Figure 1. Clock wires, drivers and flops.
(2 px per um)
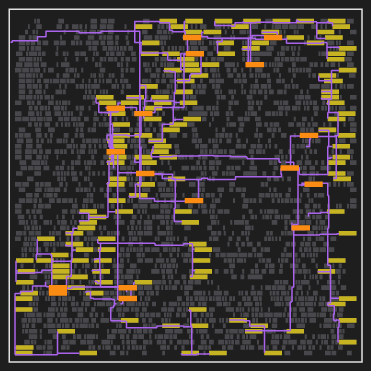
Figure 2. Local utilization.
(2 px per um) 18 x 18 tiles, from white (low) to dark blue (high), 0 to 100% covered.
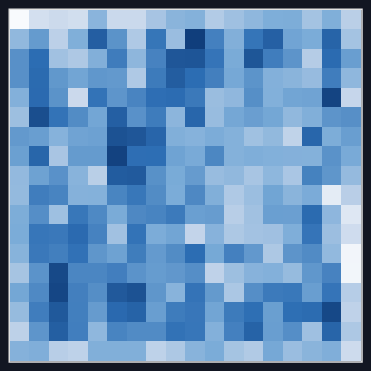
Figure 3. The metal 1 layer.
(1.5 px per um) Supply wires on this layer in gray.
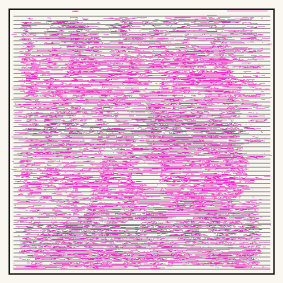
Figure 4. Met3 routing.
(3 px per um) Cells faint in the background.
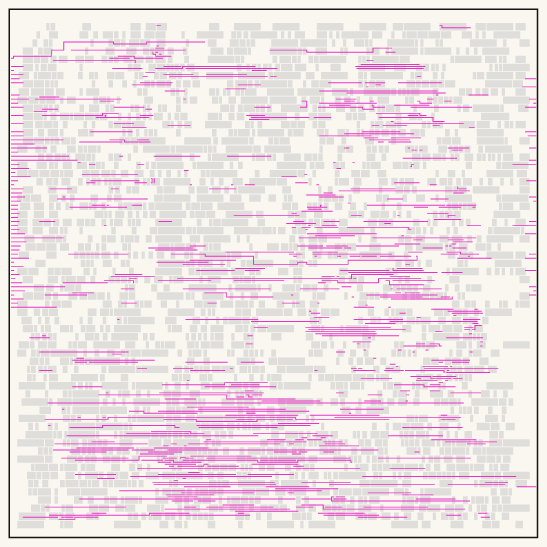
$ cat config.mk
export PLATFORM = sky130hd
export DESIGN_NAME = mdu_iterative_flat
export DESIGN_NICKNAME = d
export VERILOG_FILES = /design/src/rtl/mdu_if.sv /design/src/rtl/mdu_iterative.sv /design/src/flat_wrapper.sv
export SDC_FILE = /design/constraint.sdc
export NUM_CORES = 1
export LEC_CHECK = 0
export ABC_CLOCK_PERIOD_IN_PS = 7800
export CAP_MARGIN = 25
export CORE_MARGIN = 2
export CORE_UTILIZATION = 53
export DETAILED_ROUTE_END_ITERATION = 8
export HOLD_SLACK_MARGIN = 0.1
export PLACE_DENSITY = 0.73
export SYNTH_ARGS = -nofsm -noshare
export SYNTH_HDL_FRONTEND = slang
export SYNTH_SLANG_ARGS = --single-unit
$ cat constraint.sdc
create_clock -name clk -period 7.8 [get_ports clk]
set_input_delay 1.17 -clock clk [delete_from_list [all_inputs] [get_ports clk]]
set_output_delay 1.17 -clock clk [all_outputs]
set_load 0.01 [all_outputs]
$ cat src/rtl/mdu_if.sv
// -----------------------------------------------------------------------------
// mdu_if : request/response bundle between the execute stage and the
// multi-cycle multiply/divide unit.
//
//   start   master->slave  operation request, sampled only while the unit is idle
//   funct3  master->slave  RV32M operation select (MUL..REMU)
//   op_a    master->slave  rs1 operand
//   op_b    master->slave  rs2 operand
//   result  slave->master  result, valid with done, held until the next accepted start
//   busy    slave->master  unit working; the core stalls while high
//   done    slave->master  single-cycle completion pulse
//   ZR      slave->master  result == 0, valid with result
// -----------------------------------------------------------------------------
interface mdu_if #(
  parameter int XLEN = 32
) ();
  logic            start;
  logic [2:0]      funct3;
  logic [XLEN-1:0] op_a;
  logic [XLEN-1:0] op_b;
  logic [XLEN-1:0] result;
  logic            busy;
  logic            done;
  logic            ZR;

  modport master (
    output start, funct3, op_a, op_b,
    input  result, busy, done, ZR
  );

  modport slave (
    input  start, funct3, op_a, op_b,
    output result, busy, done, ZR
  );
endinterface

$ cat src/rtl/mdu_iterative.sv
// -----------------------------------------------------------------------------
// mdu_iterative : multi-cycle RV32M multiply/divide unit.
//
// One operation per start pulse. Operands are converted to magnitudes on
// entry, the magnitude product / quotient+remainder is built one bit per cycle
// in a 2*XLEN accumulator (shift-add multiply, restoring divide), and the sign
// is applied in the FINISH cycle before the result is registered.
//
// Ports
//   clk    in   system clock, rising edge
//   rst_n  in   asynchronous active-low reset; aborts any operation in flight
//   bus    slave modport of mdu_if (start/funct3/op_a/op_b in,
//          result/busy/done/ZR out)
//
// Configuration macro
//   FAST_MUL_EN  when defined, multiplies use a single-cycle 2*XLEN multiplier
//                (IDLE -> FINISH, done two cycles after start); divides stay
//                iterative. When undefined no hardware multiplier is built.
// -----------------------------------------------------------------------------
module mdu_iterative #(
  parameter int XLEN = 32
) (
  input  logic clk,
  input  logic rst_n,
  mdu_if.slave bus
);

  localparam int CW = $clog2(XLEN);
  localparam logic [XLEN-1:0] MIN_NEG = {1'b1, {(XLEN-1){1'b0}}};

  typedef enum logic [1:0] {IDLE, CALC, FINISH} state_t;

  state_t            state;
  logic [CW-1:0]     count;
  logic [2*XLEN-1:0] acc;      // mul: {partial sum, multiplier}; div: {remainder, quotient}
  logic [XLEN-1:0]   opnd;     // multiplicand or divisor magnitude
  logic [2:0]        op;
  logic              sign_a;   // captured operand signs (0 for unsigned operands)
  logic              sign_b;
  logic              special;  // acc low half already holds the final result
  logic [XLEN-1:0]   result_q;
  logic              busy_q;
  logic              done_q;
  logic              zr_q;

  assign bus.result = result_q;
  assign bus.busy   = busy_q;
  assign bus.done   = done_q;
  assign bus.ZR     = zr_q;

  // ---------------------------------------------------------------- request decode
  logic            is_div, a_signed, b_signed, neg_a, neg_b, div_zero, div_ovf;
  logic [XLEN-1:0] abs_a, abs_b, spec_val;

  // NOTE: every signal assigned in an always_comb gets a value on every path
  // (defaults first), otherwise synthesis infers a latch.
  always_comb begin
    is_div   = bus.funct3[2];
    a_signed = (bus.funct3 == 3'b001) || (bus.funct3 == 3'b010) || (is_div && !bus.funct3[0]);
    b_signed = (bus.funct3 == 3'b001) || (is_div && !bus.funct3[0]);
    neg_a    = a_signed && bus.op_a[XLEN-1];
    neg_b    = b_signed && bus.op_b[XLEN-1];
    abs_a    = neg_a ? -bus.op_a : bus.op_a;
    abs_b    = neg_b ? -bus.op_b : bus.op_b;
    div_zero = is_div && (bus.op_b == '0);
    div_ovf  = is_div && !bus.funct3[0] && (bus.op_a == MIN_NEG) && (bus.op_b == '1);
    // Divide by zero: quotient all ones, remainder = dividend.
    // Signed overflow: quotient = MIN_NEG, remainder = 0.
    spec_val = '0;
    if (div_zero) spec_val = bus.funct3[1] ? bus.op_a : '1;
    else          spec_val = bus.funct3[1] ? '0 : MIN_NEG;
  end

`ifdef FAST_MUL_EN
  logic [2*XLEN-1:0] fast_prod;
  assign fast_prod = {{XLEN{1'b0}}, abs_a} * {{XLEN{1'b0}}, abs_b};
`endif

  // ---------------------------------------------------------------- one iteration
  logic [XLEN:0]     mul_sum;
  logic [XLEN:0]     rem_ext;
  logic [XLEN:0]     div_diff;
  logic [2*XLEN-1:0] iter_next;

  always_comb begin
    // Shift-add: add the multiplicand when the current multiplier bit is set,
    // then shift the whole accumulator right, keeping the carry.
    mul_sum  = {1'b0, acc[2*XLEN-1:XLEN]} + {1'b0, opnd & {XLEN{acc[0]}}};
    // Restoring divide: shift left one bit; subtract the divisor when it fits.
    rem_ext  = acc[2*XLEN-1:XLEN-1];
    div_diff = rem_ext - {1'b0, opnd};
    if (!op[2])                     iter_next = {mul_sum, acc[XLEN-1:1]};
    else if (rem_ext >= {1'b0, opnd}) iter_next = {div_diff[XLEN-1:0], acc[XLEN-2:0], 1'b1};
    else                            iter_next = {rem_ext[XLEN-1:0], acc[XLEN-2:0], 1'b0};
  end

  // ---------------------------------------------------------------- sign fix / select
  logic [2*XLEN-1:0] prod;
  logic [XLEN-1:0]   quo, rem, fin;

  always_comb begin
    prod = (sign_a ^ sign_b) ? -acc : acc;
    quo  = (sign_a ^ sign_b) ? -acc[XLEN-1:0] : acc[XLEN-1:0];
    rem  = sign_a ? -acc[2*XLEN-1:XLEN] : acc[2*XLEN-1:XLEN];  // remainder follows dividend
    fin  = '0;
    case (op)
      3'b000:                 fin = prod[XLEN-1:0];
      3'b001, 3'b010, 3'b011: fin = prod[2*XLEN-1:XLEN];
      3'b100, 3'b101:         fin = quo;
      default:                fin = rem;
    endcase
    if (special) fin = acc[XLEN-1:0];
  end

  // ---------------------------------------------------------------- control FSM
  // NOTE: sequential state uses non-blocking assignments so every register
  // samples pre-edge values, independent of statement order.
  always_ff @(posedge clk or negedge rst_n) begin
    if (!rst_n) begin
      state    <= IDLE;
      count    <= '0;
      acc      <= '0;
      opnd     <= '0;
      op       <= '0;
      sign_a   <= 1'b0;
      sign_b   <= 1'b0;
      special  <= 1'b0;
      result_q <= '0;
      busy_q   <= 1'b0;
      done_q   <= 1'b0;
      zr_q     <= 1'b1;
    end else begin
      done_q <= 1'b0;
      case (state)
        IDLE: begin
          if (bus.start) begin
            op     <= bus.funct3;
            sign_a <= neg_a;
            sign_b <= neg_b;
            count  <= '0;
            busy_q <= 1'b1;
            if (div_zero || div_ovf) begin
              special <= 1'b1;
              acc     <= {{XLEN{1'b0}}, spec_val};
              state   <= FINISH;
            end else begin
              special <= 1'b0;
              if (is_div) begin
                acc   <= {{XLEN{1'b0}}, abs_a};
                opnd  <= abs_b;
                state <= CALC;
              end else begin
`ifdef FAST_MUL_EN
                acc   <= fast_prod;
                state <= FINISH;
`else
                acc   <= {{XLEN{1'b0}}, abs_b};
                opnd  <= abs_a;
                state <= CALC;
`endif
              end
            end
          end
        end
        CALC: begin
          acc   <= iter_next;
          count <= count + CW'(1);
          if (count == CW'(XLEN-1)) state <= FINISH;
        end
        FINISH: begin
          result_q <= fin;
          zr_q     <= (fin == '0);
          done_q   <= 1'b1;
          busy_q   <= 1'b0;
          state    <= IDLE;
        end
        default: state <= IDLE;
      endcase
    end
  end

endmodule

$ cat src/flat_wrapper.sv
// flat-port wrapper written by rule: the top's interface ports become plain ports
module mdu_iterative_flat 
#(
  parameter int XLEN = 32
)
  (clk, rst_n, bus_start, bus_funct3, bus_op_a, bus_op_b, bus_result, bus_busy, bus_done, bus_ZR);
  mdu_if #(.XLEN(XLEN)) bus_i ();
  input  logic clk;
  input  logic rst_n;
  input wire logic [$bits(bus_i.start)-1:0] bus_start;
  input wire logic [$bits(bus_i.funct3)-1:0] bus_funct3;
  input wire logic [$bits(bus_i.op_a)-1:0] bus_op_a;
  input wire logic [$bits(bus_i.op_b)-1:0] bus_op_b;
  output wire logic [$bits(bus_i.result)-1:0] bus_result;
  output wire logic [$bits(bus_i.busy)-1:0] bus_busy;
  output wire logic [$bits(bus_i.done)-1:0] bus_done;
  output wire logic [$bits(bus_i.ZR)-1:0] bus_ZR;
  assign bus_i.start = bus_start;
  assign bus_i.funct3 = bus_funct3;
  assign bus_i.op_a = bus_op_a;
  assign bus_i.op_b = bus_op_b;
  assign bus_result = bus_i.result;
  assign bus_busy = bus_i.busy;
  assign bus_done = bus_i.done;
  assign bus_ZR = bus_i.ZR;
  mdu_iterative #(.XLEN(XLEN)) u_core (.clk(clk), .rst_n(rst_n), .bus(bus_i));
endmodule
==> Implementation_results.wiki <==
== Flow metrics ==
{| class="wikitable"
! Metric !! Value
|-
| Result of the run || complete, no violations
|-
| Leading power group || combinational cells
|-
| Top_reg_cell synth || dfrtp_1
|-
| DIE AREA || a little over 30000 um^2
|-
| Data required time of the worst path || a little over 8 ns
|-
| Time the worst path needs with I/O delays and setup || roughly 4.6 ns
|-
| Residual DRC count || 0
|-
| Max capacitance violation total || 0
|-
| Number of top-level pins || roughly 110
|-
| Met1 layer wirelength in the final routing || 24800 um
|-
| Master of the slowest instance on the critical path || or2_2
|-
| Seq pwr share || between 20% and 30%
|-
| Ys flops || roughly 140
|-
| Internal power || between 0.003 and 0.004 W
|-
| Power Density || between 500 and 600 nW/um^2
|-
| DPL Wire Length || around 45000 um
|-
| Total tool warning count || 30
|-
| Critical Path, Cell by Cell || clkdlybuf4s50_1 > nor4_1 > nand3b_1 > nor2_1 > nand3_1 > nor3_2 > nand4b_1 > o21ai_2 > buf_4 > or2_2 > buf_4 > o21ai_0
|-
| Adder-cell share of the synthesized area || just under 6%
|-
| Metal2 WL || between 20000 and 30000 um
|-
| TritonCTS clock tree || yes
|-
| Arrival time of data at the critical path endpoint || between 4 and 5 ns
|-
| Total of buffers placed on input and output ports || around 100
|}
Notes on Figure 1 above:
- clock wires: purple (length 2350 um)
- flip-flops: yellow (count 144)
- clock drivers: orange (count 17)
- routed clock nets: 18

Notes on Figure 2 above:
- emptiest ninth of the die: east
- tiles over 75% full: 13%
- mean over tiles: 55%
- fullest tile: 94%

Notes on Figure 3 above:
- main direction: horizontal
- share of all routed wire: 42%

Notes on Figure 4 above:
- longest straight run: 139 um
- wire length on this layer: 6490 um
- nets with wire on the layer: 385
- share of all routed wire: 11%

metrics by stage:
stage                     std cells  hold WS (ns)
after floorplan                2152         0.449
after global placement         2505         0.460
after detailed placement       2505         0.464
after CTS                      2537         0.478
after global routing           2537         0.497
final                          2538         0.478
state kept, by name, summed over array words and instances, names as in the netlist:
signal / flops
u_core.state: 2
u_core.bus.ZR: 1
u_core.bus.result: 32
u_core.opnd: 32
u_core.op: 3
u_core.bus.done: 1
u_core.special: 1
u_core.sign_a: 1
u_core.acc: 64
u_core.count: 5
u_core.bus.busy: 1
u_core.sign_b: 1
final cells by class:
type                            count  area [um^2]
Antenna cell                        1         2.50
Clock buffer                       18          439
Clock inverter                     14          144
Fill cell                        2741        11600
Inverter                           70          263
Multi-Input combinational cell   1782        11100
Sequential cell                   144         3610
Tap cell                          384          480
Timing Repair Buffer              125         1190
No activity file was given, so power comes from the tool's default toggle rates.
